[src/rtl/icc_hazard_controller_if.sv]
// Handshake bundle between the pipeline control unit and the icc hazard controller.
// The master is the pipeline side; the slave is the controller, which also drives the PSR enable/flags.
interface icc_hazard_controller_if #(
  parameter int CNT_W = 2
);
  logic             cc_issue;
  logic             cc_wb;
  logic [3:0]       wb_flags;
  logic             flush;
  logic             br_valid;
  logic [3:0]       br_cond;
  logic             br_annul;
  logic             psr_we;
  logic [3:0]       psr_flags;
  logic [3:0]       icc_q;
  logic [CNT_W-1:0] pend_cnt;
  logic             stall;
  logic             br_done;
  logic             br_taken;
  logic             annul_slot;
  logic             pend_err;

  modport master (
    output cc_issue, cc_wb, wb_flags, flush, br_valid, br_cond, br_annul,
    input  psr_we, psr_flags, icc_q, pend_cnt, stall, br_done, br_taken, annul_slot, pend_err
  );

  modport slave (
    input  cc_issue, cc_wb, wb_flags, flush, br_valid, br_cond, br_annul,
    output psr_we, psr_flags, icc_q, pend_cnt, stall, br_done, br_taken, annul_slot, pend_err
  );
endinterface

[src/rtl/icc_hazard_controller.sv]
// Sequences icc writes into the PSR and holds a Bicc in decode until its icc source retires.
// Branch resolves one cycle after acceptance when nothing is pending; otherwise one cycle after the count drains.
module icc_hazard_controller #(
  parameter int MAX_PEND = 2,
  parameter int CNT_W    = 2
) (
  input logic                clk,
  input logic                Clr,
  icc_hazard_controller_if.slave bus
);

  typedef enum logic [1:0] {
    IDLE,
    WAIT,
    RESOLVE
  } state_t;

  localparam logic [CNT_W-1:0] MAX_CNT = CNT_W'(MAX_PEND);
  localparam logic [CNT_W-1:0] ONE     = CNT_W'(1);

  state_t           state;
  logic [CNT_W-1:0] cnt;
  logic [3:0]       icc;
  logic             err;
  logic             stall_i;
  logic             issue;
  logic             resolving;
  logic             taken_i;

  // Bicc: the low three cond bits pick a test, cond[3] inverts it.
  function automatic logic cond_true(input logic [3:0] cond, input logic [3:0] f);
    logic z, c, n, v, base;
    z = f[3];
    c = f[2];
    n = f[1];
    v = f[0];
    case (cond[2:0])
      3'd0:    base = 1'b0;
      3'd1:    base = z;
      3'd2:    base = z | (n ^ v);
      3'd3:    base = n ^ v;
      3'd4:    base = c | z;
      3'd5:    base = c;
      3'd6:    base = n;
      default: base = v;
    endcase
    return base ^ cond[3];
  endfunction

  assign stall_i   = !Clr && ((state == IDLE && bus.br_valid) || state == WAIT);
  assign issue     = bus.cc_issue && !stall_i;
  assign resolving = !Clr && state == RESOLVE && !bus.flush;
  assign taken_i   = cond_true(bus.br_cond, icc);

  assign bus.stall      = stall_i;
  assign bus.br_done    = resolving;
  assign bus.br_taken   = resolving && taken_i;
  assign bus.annul_slot = resolving && bus.br_annul && (!taken_i || bus.br_cond == 4'b1000);
  assign bus.psr_we     = bus.cc_wb && !Clr;
  assign bus.psr_flags  = Clr ? 4'b0000 : bus.wb_flags;
  assign bus.icc_q      = icc;
  assign bus.pend_cnt   = cnt;
  assign bus.pend_err   = err;

  always_ff @(posedge clk or posedge Clr) begin
    if (Clr) begin
      state <= IDLE;
    end else begin
      case (state)
        IDLE: begin
          if (bus.br_valid && !bus.flush)
            state <= (cnt == '0) ? RESOLVE : WAIT;
        end
        WAIT: begin
          if (bus.flush)
            state <= IDLE;
          else if (cnt == '0)
            state <= RESOLVE;
        end
        RESOLVE: state <= IDLE;
        default: state <= IDLE;
      endcase
    end
  end

  // The retiring write always lands in icc, even under flush or counter underflow.
  always_ff @(posedge clk or posedge Clr) begin
    if (Clr) begin
      cnt <= '0;
      icc <= '0;
      err <= 1'b0;
    end else begin
      if (bus.cc_wb)
        icc <= bus.wb_flags;
      if (bus.flush) begin
        cnt <= '0;
      end else if (issue != bus.cc_wb) begin
        if (issue) begin
          if (cnt == MAX_CNT) err <= 1'b1;
          else                cnt <= cnt + ONE;
        end else begin
          if (cnt == '0) err <= 1'b1;
          else           cnt <= cnt - ONE;
        end
      end
    end
  end

endmodule
[src/flat_wrapper.sv]
// flat-port wrapper written by rule: the top's interface ports become plain ports
module icc_hazard_controller_flat 
#(
  parameter int MAX_PEND = 2,
  parameter int CNT_W    = 2
)
  (clk, Clr, bus_cc_issue, bus_cc_wb, bus_wb_flags, bus_flush, bus_br_valid, bus_br_cond, bus_br_annul, bus_psr_we, bus_psr_flags, bus_icc_q, bus_pend_cnt, bus_stall, bus_br_done, bus_br_taken, bus_annul_slot, bus_pend_err);
  icc_hazard_controller_if #(.CNT_W(CNT_W)) bus_i ();
  input logic clk;
  input logic Clr;
  input wire logic [$bits(bus_i.cc_issue)-1:0] bus_cc_issue;
  input wire logic [$bits(bus_i.cc_wb)-1:0] bus_cc_wb;
  input wire logic [$bits(bus_i.wb_flags)-1:0] bus_wb_flags;
  input wire logic [$bits(bus_i.flush)-1:0] bus_flush;
  input wire logic [$bits(bus_i.br_valid)-1:0] bus_br_valid;
  input wire logic [$bits(bus_i.br_cond)-1:0] bus_br_cond;
  input wire logic [$bits(bus_i.br_annul)-1:0] bus_br_annul;
  output wire logic [$bits(bus_i.psr_we)-1:0] bus_psr_we;
  output wire logic [$bits(bus_i.psr_flags)-1:0] bus_psr_flags;
  output wire logic [$bits(bus_i.icc_q)-1:0] bus_icc_q;
  output wire logic [$bits(bus_i.pend_cnt)-1:0] bus_pend_cnt;
  output wire logic [$bits(bus_i.stall)-1:0] bus_stall;
  output wire logic [$bits(bus_i.br_done)-1:0] bus_br_done;
  output wire logic [$bits(bus_i.br_taken)-1:0] bus_br_taken;
  output wire logic [$bits(bus_i.annul_slot)-1:0] bus_annul_slot;
  output wire logic [$bits(bus_i.pend_err)-1:0] bus_pend_err;
  assign bus_i.cc_issue = bus_cc_issue;
  assign bus_i.cc_wb = bus_cc_wb;
  assign bus_i.wb_flags = bus_wb_flags;
  assign bus_i.flush = bus_flush;
  assign bus_i.br_valid = bus_br_valid;
  assign bus_i.br_cond = bus_br_cond;
  assign bus_i.br_annul = bus_br_annul;
  assign bus_psr_we = bus_i.psr_we;
  assign bus_psr_flags = bus_i.psr_flags;
  assign bus_icc_q = bus_i.icc_q;
  assign bus_pend_cnt = bus_i.pend_cnt;
  assign bus_stall = bus_i.stall;
  assign bus_br_done = bus_i.br_done;
  assign bus_br_taken = bus_i.br_taken;
  assign bus_annul_slot = bus_i.annul_slot;
  assign bus_pend_err = bus_i.pend_err;
  icc_hazard_controller #(.MAX_PEND(MAX_PEND), .CNT_W(CNT_W)) u_core (.clk(clk), .Clr(Clr), .bus(bus_i));
endmodule
[config.mk]
export PLATFORM = sky130hd
export DESIGN_NAME = icc_hazard_controller_flat
export DESIGN_NICKNAME = d
export VERILOG_FILES = /design/src/rtl/icc_hazard_controller_if.sv /design/src/rtl/icc_hazard_controller.sv /design/src/flat_wrapper.sv
export SDC_FILE = /design/constraint.sdc
export NUM_CORES = 1
export LEC_CHECK = 0
export CELL_PAD_IN_SITES_DETAIL_PLACEMENT = 0
export CELL_PAD_IN_SITES_GLOBAL_PLACEMENT = 1
export CORE_UTILIZATION = 29
export DETAILED_ROUTE_END_ITERATION = 10
export GPL_ROUTABILITY_DRIVEN = 1
export HOLD_SLACK_MARGIN = 0.03
export PLACE_DENSITY_LB_ADDON = 0.1
export SLEW_MARGIN = 20
export SYNTH_ARGS = -nofsm -noshare
export SYNTH_HDL_FRONTEND = slang
export SYNTH_SLANG_ARGS = --single-unit
[constraint.sdc]
create_clock -name clk -period 4.2 [get_ports clk]
set_input_delay 0.63 -clock clk [delete_from_list [all_inputs] [get_ports clk]]
set_output_delay 0.63 -clock clk [all_outputs]
set_load 0.01 [all_outputs]
==> results.py, run 1 <==
# Physical implementation metrics
metrics = {
    "logic_synthesis": {
        "mux_share": 0.112,
        "aoi_share": 0.201,
        "ys_chip_area_um2": 579,
        "top_area_frac": 0.389,
        "synth.net_count": 74,
        "synthDistinctLibCells": 33,
        "syn_area_um2": 579,
        "avgSynthCellArea_um2": 9.82,
        "edf_count": 0,
        "top_cells_by_count": "dfrtp_1, nor2b_1, clkbuf_1, mux2_2, nor2_1",
        "syn_inst": 59,
        "topCellsByArea": "dfrtp_1, mux2_2, nor2b_1",
        "synth_seq_share": 0.389,
        "adder_share": 0,
        "ys_ff": 9,
    },
    "final_timing": {
        "clock_skew_ns": 0.00132,
        "hold-worst-slack_ns": 0.466,
        "hold_viol": 0,
        "fin_crit_sh": 0.774,
        "rsz0062_at_grt": "false",
        "worstMarginPinSlew_ns": 0.473,
    },
    "clock_network": {
        "postCtsSetupRepairBufs": 0,
        "htreeDepth": 1,
        "insertion_delay_ns": 0.26,
        "holdBufCountCts": 0,
        "cts_sinks": 9,
    },
    "setup_path": {
        "startpoint": "bus_br_cond[0]",
        "critPathRequiredTime_ns": 3.57,
        "r2r-start": "u_core.state[0]$_DFFE_PP0P_",
        "crit_top_cell": "clkdlybuf4s50_1",
        "critical_path.max_fanout": 4,
        "path_class": "in2out",
        "critical_path.max_stage_delay_ns": 0.55,
        "worst-path-buf-inv": 2,
        "end_kind": "primary output",
        "cp-start-kind": "input port",
        "r2r-end": "u_core.bus.pend_cnt[1]$_DFFE_PP0P_",
        "rrSetupSlack_ns": 2.66,
        "cp-endpoint": "bus_br_taken",
    },
    "finish": {
        "logic_area_um2": 335,
        "clk_share": 0.0296,
        "comb_area_share": 0.360,
        "num-multi-input-gates": 45,
        "inverters_excl_clock": 1,
        "nClkBuffers": 3,
        "dominant_cells": "logic gates",
        "drive_above_1_share": 0.156,
        "largest_reg_flops": 4,
        "nets": 106,
        "seqCellArea_um2": 225,
        "area_delta_synth_final_pct": 60.7,
        "buf_share": 0.331,
        "final_cells": 115,
    },
    "drt": {
        "dr_wl_met2_um": 614,
        "met3RoutedLength_um": 98,
        "via_per_inst": 4.76,
        "drt_iter0_markers": 2,
        "highest_layer": "met4",
        "remaining_drc_errors": 0,
        "dr.pass1.iters": 2,
    },
    "power_and_ir_drop": {
        "ir_worst_vdd_mv": 0.141,
        "p_leak_uw": 0.000360,
        "p_seq_uw": 98.8,
        "powerClk_uw": 66.1,
        "switching_share": 0.274,
        "p_clk_frac": 0.287,
    },
    "global_route": {
        "grt_pass1_wl_um": 2220,
        "top_usage_layer": "met2",
        "grt_max_degree": 14,
    },
    "run": {
        "drv_cap": 0,
    },
    "placed_design": {
        "dp_hpwl_um": 1040,
        "portBuffers": 30,
        "place_inst": 111,
    },
    "outcome": {
        "run_status": "completed",
    },
    "die": {
        "n_tap_cell": 25,
        "fp_util": 0.322,
        "die_h_um": 46.7,
        "rows": 15,
    },
    "hold_path": {
        "hold_start": "u_core.bus.pend_err$_DFFE_PP0P_",
        "hp-class": "reg2reg",
    },
}
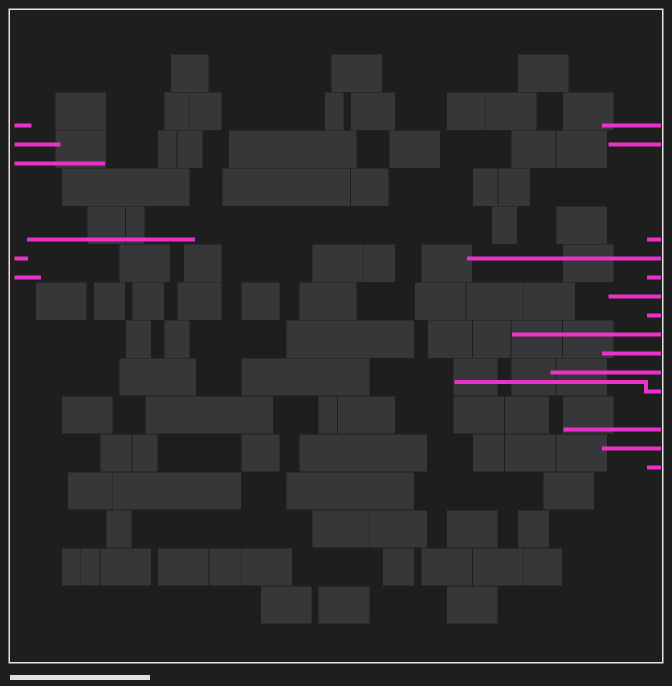
Figure 1: run 1, M3 wires.
Bar = 10 um. Cells faint in the background.
main direction	horizontal
wire length on this layer	98.9 um
final wirelength: 1340 um
via count: 547
met3 Usage GRT: 0.0314

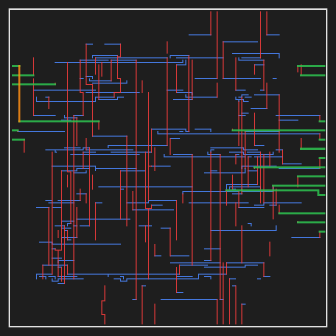
Figure 2: run 1, signal wires by layer.
colour	layer	wire length
green	M3	98.9 um
orange	M4	8.20 um
blue	M1	616 um
red	M2	615 um
wire per inst: 11.6 um
GRT Util Overall: 0.145

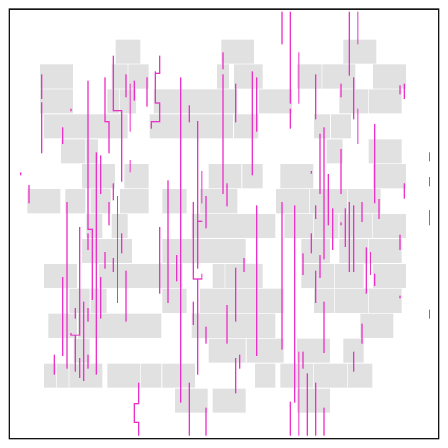
Figure 3: run 1, metal 2.
Cells faint in the background.
share of all routed wire	46%
wire length on this layer	615 um
nets with wire on the layer	86
longest straight run	35.4 um
main direction	vertical
met2 global-route usage: 0.239

Figure 4. Clock distribution (run 1).
Bar = 10 um.
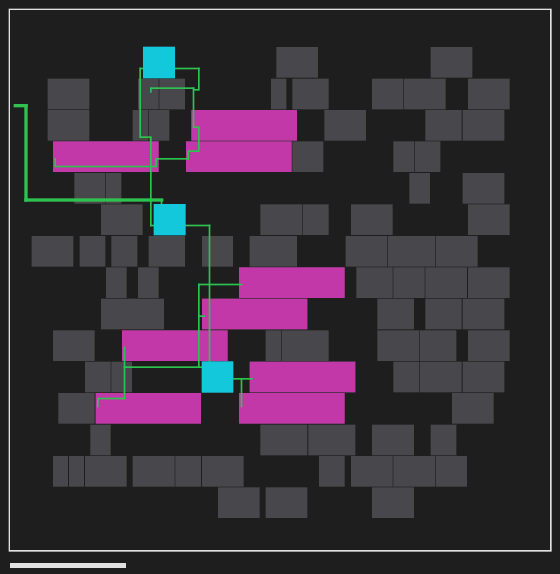

==> run 2: changes to the inputs <==
- CORE_UTILIZATION: 29 -> 27
- clock period: 4.2 -> 3.2 ns (I/O delays scaled with it)
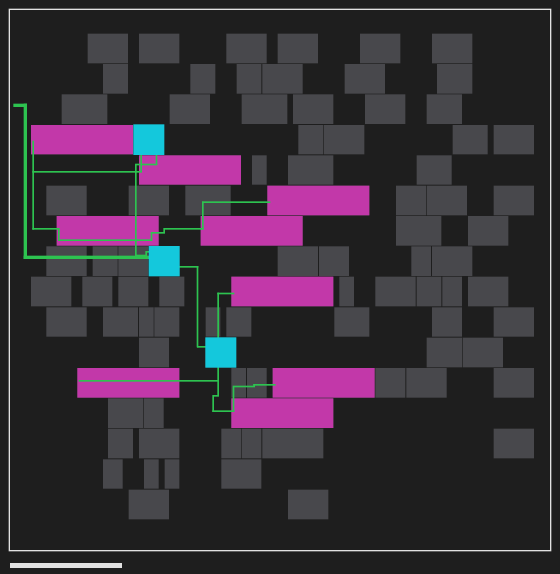
Figure 5: run 2, clock distribution.
Bar = 10 um.
[cyan] clock-net drivers | count: 3
[green] clock wires | length: 130 um
[magenta] flip-flops | count: 9
routed clock nets	4

==> results.py, run 2 <==
# Physical implementation metrics
metrics = {
    "logic_synthesis": {
        "synthDistinctLibCells": 33,
        "top_area_frac": 0.389,
        "avgSynthCellArea_um2": 9.82,
        "top_cells_by_count": "dfrtp_1, nor2b_1, clkbuf_1, mux2_2, nor2_1",
        "aoi_share": 0.201,
        "mux_share": 0.112,
        "ys_ff": 9,
        "syn_area_um2": 579,
        "edf_count": 0,
        "syn_inst": 59,
        "topCellsByArea": "dfrtp_1, mux2_2, nor2b_1",
        "adder_share": 0,
        "ys_chip_area_um2": 579,
    },
    "final_timing": {
        "clock_skew_ns": 0.00370,
        "fin_crit_sh": 0.925,
        "slew_viol_final": 0,
        "worstMarginPinSlew_ns": 0.441,
        "rsz0062_at_grt": "false",
        "setup-tns-final_ns": 0,
        "hold-worst-slack_ns": 0.463,
    },
    "clock_network": {
        "cts_sinks": 9,
        "cts_made_buffers": 3,
        "postCtsSetupRepairBufs": 0,
    },
    "finish": {
        "flop-count": 9,
        "num-multi-input-gates": 45,
        "seqCellArea_um2": 225,
        "largest_reg_flops": 4,
        "area_delta_synth_final_pct": 63.5,
        "final_cells": 119,
        "logic_area_um2": 335,
        "nClkBuffers": 4,
        "inverters_excl_clock": 1,
        "comb_area_share": 0.354,
        "clk_share": 0.0277,
        "buf_share": 0.341,
        "dominant_cells": "logic gates",
        "fin_util": 0.478,
        "nets": 108,
        "drive_above_1_share": 0.163,
    },
    "power_and_ir_drop": {
        "p_seq_uw": 130,
        "ir_worst_vdd_mv": 0.199,
        "p_clk_frac": 0.280,
        "switching_share": 0.267,
        "powerClk_uw": 85.4,
        "p_leak_uw": 0.000367,
    },
    "placed_design": {
        "place_area_um2": 921,
        "place_inst": 115,
        "portBuffers": 30,
        "dp_hpwl_um": 1100,
    },
    "drt": {
        "met3RoutedLength_um": 95,
        "wl_um": 1440,
        "highest_layer": "met4",
        "dr.pass1.iters": 4,
        "dr_wl_met2_um": 654,
        "wl_per_cell_um": 12.1,
        "drt_iter0_markers": 10,
        "remaining_drc_errors": 0,
        "via_per_inst": 4.86,
        "via_count": 578,
    },
    "setup_path": {
        "critical_path.max_stage_delay_ns": 0.54,
        "cp-start-kind": "input port",
        "end_kind": "primary output",
        "startpoint": "bus_br_cond[1]",
        "cp-endpoint": "bus_annul_slot",
        "worst-path-buf-inv": 2,
        "critical_path.max_fanout": 5,
        "path_class": "in2out",
        "r2r-start": "u_core.state[0]$_DFFE_PP0P_",
        "crit_top_cell": "clkdlybuf4s50_1",
    },
    "global_route": {
        "grt_max_degree": 13,
        "top_usage_layer": "met2",
        "use_met3": 0.0409,
        "track_usage": 0.137,
        "grtUsageMet2": 0.218,
        "grt_pass1_wl_um": 2480,
    },
    "die": {
        "n_tap_cell": 27,
        "die_h_um": 48.3,
    },
    "hold_path": {
        "hp-class": "reg2reg",
        "hold_start": "u_core.bus.pend_err$_DFFE_PP0P_",
    },
    "run": {
        "drv_cap": 0,
    },
    "outcome": {
        "run_status": "completed",
    },
}
